Figure 1. Cells coloured by class.
Bar = 50 microns.
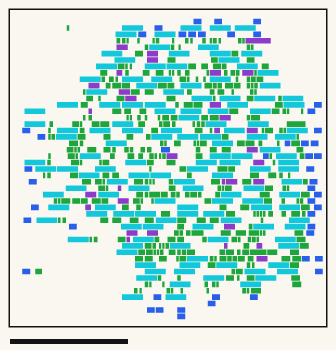
Figure 2. Sizing map.
Bar = 50 microns.
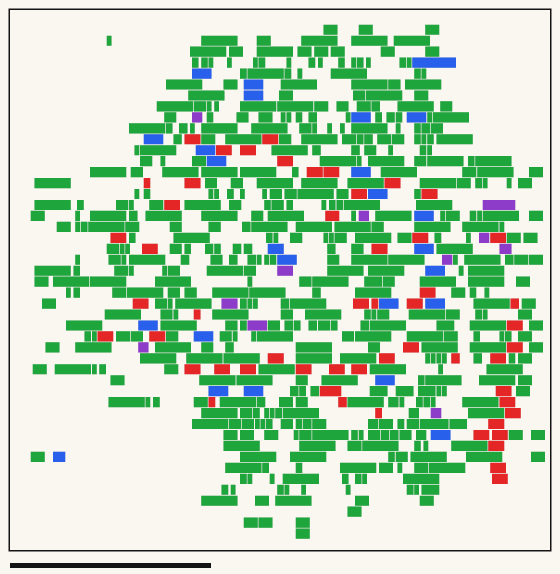
Figure 3. Selected gate families.
Bar = 50 microns.
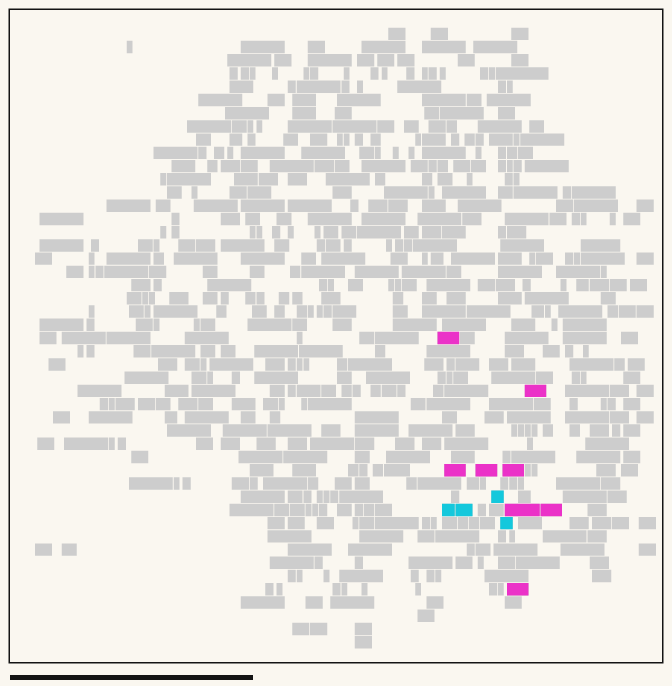
Figure 4. Where the registers sit.
Bar = 50 microns. Other sequential cells in the stronger grey, the rest of the logic in the fainter grey.
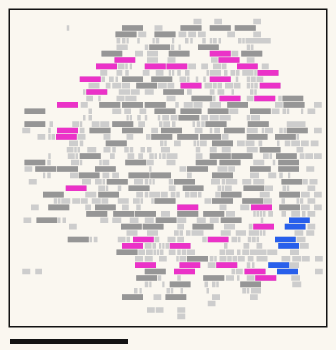
===== config.mk =====
export PLATFORM = sky130hd
export DESIGN_NAME = m_ttime_acc
export DESIGN_NICKNAME = d
export VERILOG_FILES = /design/src/rtl/m_ttime_pkg.sv /design/src/rtl/m_ttime_cmp.sv /design/src/rtl/m_ttime_acc.sv
export SDC_FILE = /design/constraint.sdc
export NUM_CORES = 1
export LEC_CHECK = 0
export ABC_CLOCK_PERIOD_IN_PS = 7890
export CAP_MARGIN = 5
export CORE_UTILIZATION = 35
export CTS_BUF_LIST = sky130_fd_sc_hd__clkbuf_2 sky130_fd_sc_hd__clkbuf_4 sky130_fd_sc_hd__clkbuf_8
export CTS_CLUSTER_SIZE = 16
export DETAILED_ROUTE_END_ITERATION = 8
export PLACE_DENSITY = 0.61
export SLEW_MARGIN = 40
export SYNTH_ARGS = -nofsm -noshare
export SYNTH_HDL_FRONTEND = slang
export SYNTH_SLANG_ARGS = --single-unit

===== constraint.sdc =====
create_clock -name clk -period 7.89 [get_ports clk]
set_clock_uncertainty 0.15 [all_clocks]
set_input_delay 2.367 -clock clk [delete_from_list [all_inputs] [get_ports clk]]
set_output_delay 2.367 -clock clk [all_outputs]
set_load 0.02 [all_outputs]

===== src/rtl/m_ttime_pkg.sv =====
// Shared types and constants for the ttime (mcycle) accumulator.
package m_ttime_pkg;
  typedef enum logic {IDLE = 1'b0, CARRY = 1'b1} state_t;

  localparam int TTIME_W = 64;
  localparam int HALF_W  = 32;
  localparam int CCNT_W  = 6;

  localparam logic [TTIME_W-1:0] CMP_RESET = '1;
endpackage


===== src/rtl/m_ttime_cmp.sv =====
// mtimecmp register and registered ttime >= mtimecmp timer interrupt.
module m_ttime_cmp
  import m_ttime_pkg::*;
(
  input  logic               clk,
  input  logic               rst,
  input  logic               eval_en,
  input  logic [TTIME_W-1:0] ttime,
  input  logic               cmp_we,
  input  logic               cmp_hi,
  input  logic [HALF_W-1:0]  cmp_wdata,
  output logic               irq
);
  logic [TTIME_W-1:0] mtimecmp;

  always_ff @(posedge clk or posedge rst) begin
    if (rst) begin
      mtimecmp <= CMP_RESET;
    end else if (cmp_we) begin
      if (cmp_hi) mtimecmp[TTIME_W-1:HALF_W] <= cmp_wdata;
      else        mtimecmp[HALF_W-1:0]       <= cmp_wdata;
    end
  end

  // Only sampled when both ttime halves are coherent; holds through the carry cycle.
  always_ff @(posedge clk or posedge rst) begin
    if (rst)          irq <= 1'b0;
    else if (eval_en) irq <= (ttime >= mtimecmp);
  end
endmodule


===== src/rtl/m_ttime_acc.sv =====
// 64-bit ttime accumulator: low-word add, then a separate carry cycle for the high word.
// Optional timer compare enabled by defining M_TTIME_CMP_EN.
module m_ttime_acc
  import m_ttime_pkg::*;
#(
  parameter logic [HALF_W-1:0] RESET_HI = 32'h0,
  parameter logic [HALF_W-1:0] RESET_LO = 32'h0
) (
  input  logic              clk,
  input  logic              rst,
  input  logic              corerunning,
  input  logic              retire,
  input  logic [CCNT_W-1:0] ccnt,
  output logic              acc_busy,
  input  logic              rd_req,
  input  logic              rd_hi,
  output logic [HALF_W-1:0] rd_data,
  output logic              rd_ack,
  input  logic              cmp_we,
  input  logic              cmp_hi,
  input  logic [HALF_W-1:0] cmp_wdata,
  output logic              irq_timer
);
  state_t              state, state_nxt;
  logic [HALF_W-1:0]   lo, hi, shadow;
  logic                pend_vld;
  logic [CCNT_W-1:0]   pend_ccnt;
  logic                rd_hold, rd_hold_hi;
  logic                add_en, pend_set, rd_go, rd_sel_hi;
  logic [CCNT_W-1:0]   add_amt;
  logic [HALF_W:0]     lo_sum;

  // A retire parked during CARRY takes priority on the next IDLE cycle.
  assign add_amt = pend_vld ? pend_ccnt : ccnt;
  assign lo_sum  = {1'b0, lo} + {{(HALF_W+1-CCNT_W){1'b0}}, add_amt};

  always_comb begin
    state_nxt = state;
    add_en    = 1'b0;
    pend_set  = 1'b0;
    case (state)
      IDLE: begin
        add_en = pend_vld | (retire & corerunning);
        if (add_en && lo_sum[HALF_W]) state_nxt = CARRY;
      end
      CARRY: begin
        state_nxt = IDLE;
        pend_set  = retire & corerunning;
      end
    endcase
  end

  always_ff @(posedge clk or posedge rst) begin
    if (rst) begin
      state <= IDLE;
      lo    <= RESET_LO;
      hi    <= RESET_HI;
    end else begin
      state <= state_nxt;
      if (add_en)         lo <= lo_sum[HALF_W-1:0];
      if (state == CARRY) hi <= hi + 32'd1;
    end
  end

  always_ff @(posedge clk or posedge rst) begin
    if (rst) begin
      pend_vld  <= 1'b0;
      pend_ccnt <= '0;
    end else if (pend_set) begin
      pend_vld  <= 1'b1;
      pend_ccnt <= ccnt;
    end else if (state == IDLE) begin
      pend_vld  <= 1'b0;
    end
  end

  assign acc_busy = (state == CARRY) | pend_vld;

  // Reads are only served in IDLE so lo and hi are coherent when the shadow is taken.
  assign rd_go     = (state == IDLE) & (rd_req | rd_hold);
  assign rd_sel_hi = rd_hold ? rd_hold_hi : rd_hi;

  always_ff @(posedge clk or posedge rst) begin
    if (rst) begin
      rd_ack     <= 1'b0;
      rd_data    <= '0;
      shadow     <= '0;
      rd_hold    <= 1'b0;
      rd_hold_hi <= 1'b0;
    end else begin
      rd_ack  <= rd_go;
      rd_hold <= (state == CARRY) & rd_req;
      if (state == CARRY && rd_req) rd_hold_hi <= rd_hi;
      if (rd_go) begin
        if (rd_sel_hi) begin
          rd_data <= shadow;
        end else begin
          rd_data <= lo;
          shadow  <= hi;
        end
      end
    end
  end

`ifdef M_TTIME_CMP_EN
  logic eval_en;
  assign eval_en = (state == IDLE);

  m_ttime_cmp u_cmp (
    .clk      (clk),
    .rst      (rst),
    .eval_en  (eval_en),
    .ttime    ({hi, lo}),
    .cmp_we   (cmp_we),
    .cmp_hi   (cmp_hi),
    .cmp_wdata(cmp_wdata),
    .irq      (irq_timer)
  );
`else
  logic unused_cmp;
  assign unused_cmp = ^{cmp_we, cmp_hi, cmp_wdata};
  assign irq_timer  = 1'b0;
`endif
endmodule


==> summary.txt <==
Syn Inst Count -> 524
Routed Antenna Nets -> 0
status -> finished, final reports clean
die x size -> 134 microns
Startpoint Class -> input pin
slowest stage cell, crit path -> clkdlybuf4s50_1
reg2reg end -> lo[28]$_DFFE_PP0P_
cell count along the critical path -> 9
number of buffers created by CTS -> 17
critical path's largest stage delay -> 0.43 ns
Netlist cell types -> 36
clk root buf -> clkbuf_8
clk ins delay skew pair -> 0.44 ns
Req. time, crit path -> 8.04 ns
top-count cell post-synth -> dfrtp_1
Worst Setup EP -> lo[28]$_DFFE_PP0P_
Slew Limit Fails -> 0
layout cells sized above 1 -> 15.3%
Wirelength per Cell -> 14.7 microns
DRC -> 0
post-CTS setup buffers -> 0
Synth flops -> 139
diodes inserted -> 0
unrepaired setup endpoints after global routing -> no
DR vias -> 3862
fmax -> 205 MHz
chip area in the Yosys report -> 0.00611 sq mm
post-synthesis async set-or-reset flop share -> 100%
largest net degree at the start of global routing -> 79
power per cell area -> 215 mW/mm^2
Cell Area, Synth -> 0.00611 sq mm
Hold WC Path Type -> flip-flop to flip-flop
flip-flops with a built-in enable -> 0
Synth Seq Share -> 56.9%
drt total wl -> 11900 microns
top cells by count -> dfrtp_1, nand2_1, mux2_2, o21ai_0, xnor2_1
Mean Syn Cell Area -> 11.7 sq um
Ports -> 81
gr ovfl total -> 0
delay-heaviest family, CP -> adder cells
Setup crit start -> ccnt[0]
first-pass detailed-route iteration total -> 4
Overall Global Routing Usage -> 14.4%
Worst-path clk slew -> 0.07 ns
Slew Limit Headroom -> 46.6%
leading area contributor after synthesis -> dfrtp_1
Hold Buf Count CTS -> 0
Dominant flop cell -> dfrtp_1
Tot Pwr -> 1.55 mW
CTS tree -> yes
-- Figure 1 (at the start) --
[blue] other buffers and delay cells | cells: 48
[green] all other logic | cells: 368
[purple] clock drivers and dummy loads | cells: 32
[cyan] flip-flops | cells: 139
final design area excluding fillers: 0.00721 sq mm
core area: 0.0168 sq mm
Layout Utilization: 42.8%
# rows: 47
Seq/total area: 48.3%

-- Figure 2 (at the start) --
[blue] drive 6 and up | cells: 25 | share: 4.3% | most used: clkbuf_8
[green] drive 1 or less | cells: 497 | share: 85% | most used: dfrtp_1
[red] drive 2 | cells: 54 | share: 9.2% | most used: mux2_2
[purple] drive 3 to 4 | cells: 11 | share: 1.9% | most used: clkbuf_4
Area growth, synth to finish: 18.0%
Final Worst Setup Slack: 3.02 ns
Signal buffers: 48

-- Figure 3 (at the start) --
[magenta] adder and majority cells | cells: 8 | most used: ha_1
[cyan] AND-OR and OR-AND gates | cells: 4 | most used: a21o_1 | where: lower right
Finished Layout Cells: 807
Comb area share: 35.2%
Commonest Layout Cell: dfrtp_1

-- Figure 4 (at the start) --
[magenta] lo | sequential cells: 32
[blue] pend_ccnt | sequential cells: 6 | where: lower right
not coloured: 101
seq pwr: 0.782 mW
storage element area: 0.00348 sq mm

==> per-layer routing <==
layer,global-route usage [%],routed length [microns]
met4,6.05,146
met1,18.7,5740
met5,0,0
met2,23.1,5650
met3,3.40,332
==> report_power, final <==
group / switching, mW / total (mW) / leakage, nW / internal [mW]
Clock: 0.254 / 0.553 / 0.206 / 0.299
Combinational: 0.117 / 0.213 / 1.31 / 0.0952
Sequential: 0.0328 / 0.782 / 1.88 / 0.749
==> sequential cells by signal, indices dropped and copies added, names as in the netlist <==
register,cells
hi,32
lo,32
pend_ccnt,6
pend_vld,1
rd_ack,1
rd_data,32
rd_hold,1
rd_hold_hi,1
shadow,32
state,1
==> how the worst min path moves through the flow <==
stage / startpoint / end / depth (start not counted)
after CTS: hi[31]$_DFFE_PP0P_ / hi[31]$_DFFE_PP0P_ / 1
after global routing: hi[31]$_DFFE_PP0P_ / hi[31]$_DFFE_PP0P_ / 1
after floorplan: hi[31]$_DFFE_PP0P_ / hi[31]$_DFFE_PP0P_ / 1
after detailed placement: hi[31]$_DFFE_PP0P_ / hi[31]$_DFFE_PP0P_ / 1
final: hi[31]$_DFFE_PP0P_ / hi[31]$_DFFE_PP0P_ / 1
after global placement: hi[31]$_DFFE_PP0P_ / hi[31]$_DFFE_PP0P_ / 1
==> cell type report <==
class	count	share of cell area, %
clock buffer	25	4.51
sequential	139	48.3
clock inverter	7	0.868
inverter	13	0.747
timing repair buffer	48	6.62
multi-input combinational	355	35.2
tap	220	3.82
==> cells by family after synthesis <==
| logic type | share of synthesized area [%] |
|---|---|
| XOR/XNOR | 8.75 |
| flip-flops | 56.9 |
| other | 0.0614 |
| AND/OR/NAND/NOR | 12.8 |
| buffers and inverters | 1.93 |
| AND-OR/OR-AND | 4.26 |
| adder cells (fa/ha/maj) | 1.76 |
| multiplexers | 13.5 |
==> layout by cell type, fill, tap and decap left out, drive strengths merged <==
| master | Yosys | routed |
|---|---|---|
| nor4 | 4 | 4 |
| a221o | 1 | 1 |
| mux2 | 44 | 44 |
| inv | 13 | 13 |
| a21boi | 1 | 1 |
| nand2 | 63 | 63 |
| nand4 | 13 | 13 |
| clkinvlp | 0 | 1 |
| nor3 | 11 | 11 |
| and3 | 5 | 5 |
| xnor2 | 35 | 35 |
| fa | 1 | 1 |
| mux2i | 33 | 33 |
| o2111ai | 1 | 1 |
| and4 | 5 | 5 |
| a21oi | 3 | 3 |
| clkdlybuf4s50 | 0 | 45 |
| nor2 | 21 | 21 |
| buf | 2 | 3 |
| nand2b | 4 | 4 |
| nor2b | 1 | 1 |
| clkbuf | 15 | 25 |
| clkinv | 0 | 5 |
| o21ai | 38 | 38 |
| bufinv | 0 | 1 |
| nand3 | 23 | 23 |
| dfrtp | 139 | 139 |
| conb | 1 | 1 |
| xor2 | 26 | 26 |
| or3 | 2 | 2 |
| and2 | 3 | 3 |
| a31oi | 1 | 1 |
| ha | 7 | 7 |
| a21o | 3 | 3 |
| or2 | 4 | 4 |
| or4b | 1 | 1 |
==> metrics by stage <==
stage                     instance area (sq um)  worst slack (ns)
after global placement                     6810              2.38
after CTS                                  7200              3.06
final                                      7210              3.02
after floorplan                            6110              1.65
after detailed placement                   6810              2.61
after global routing                       7210              2.98
No activity file was given, so power comes from the tool's default toggle rates.
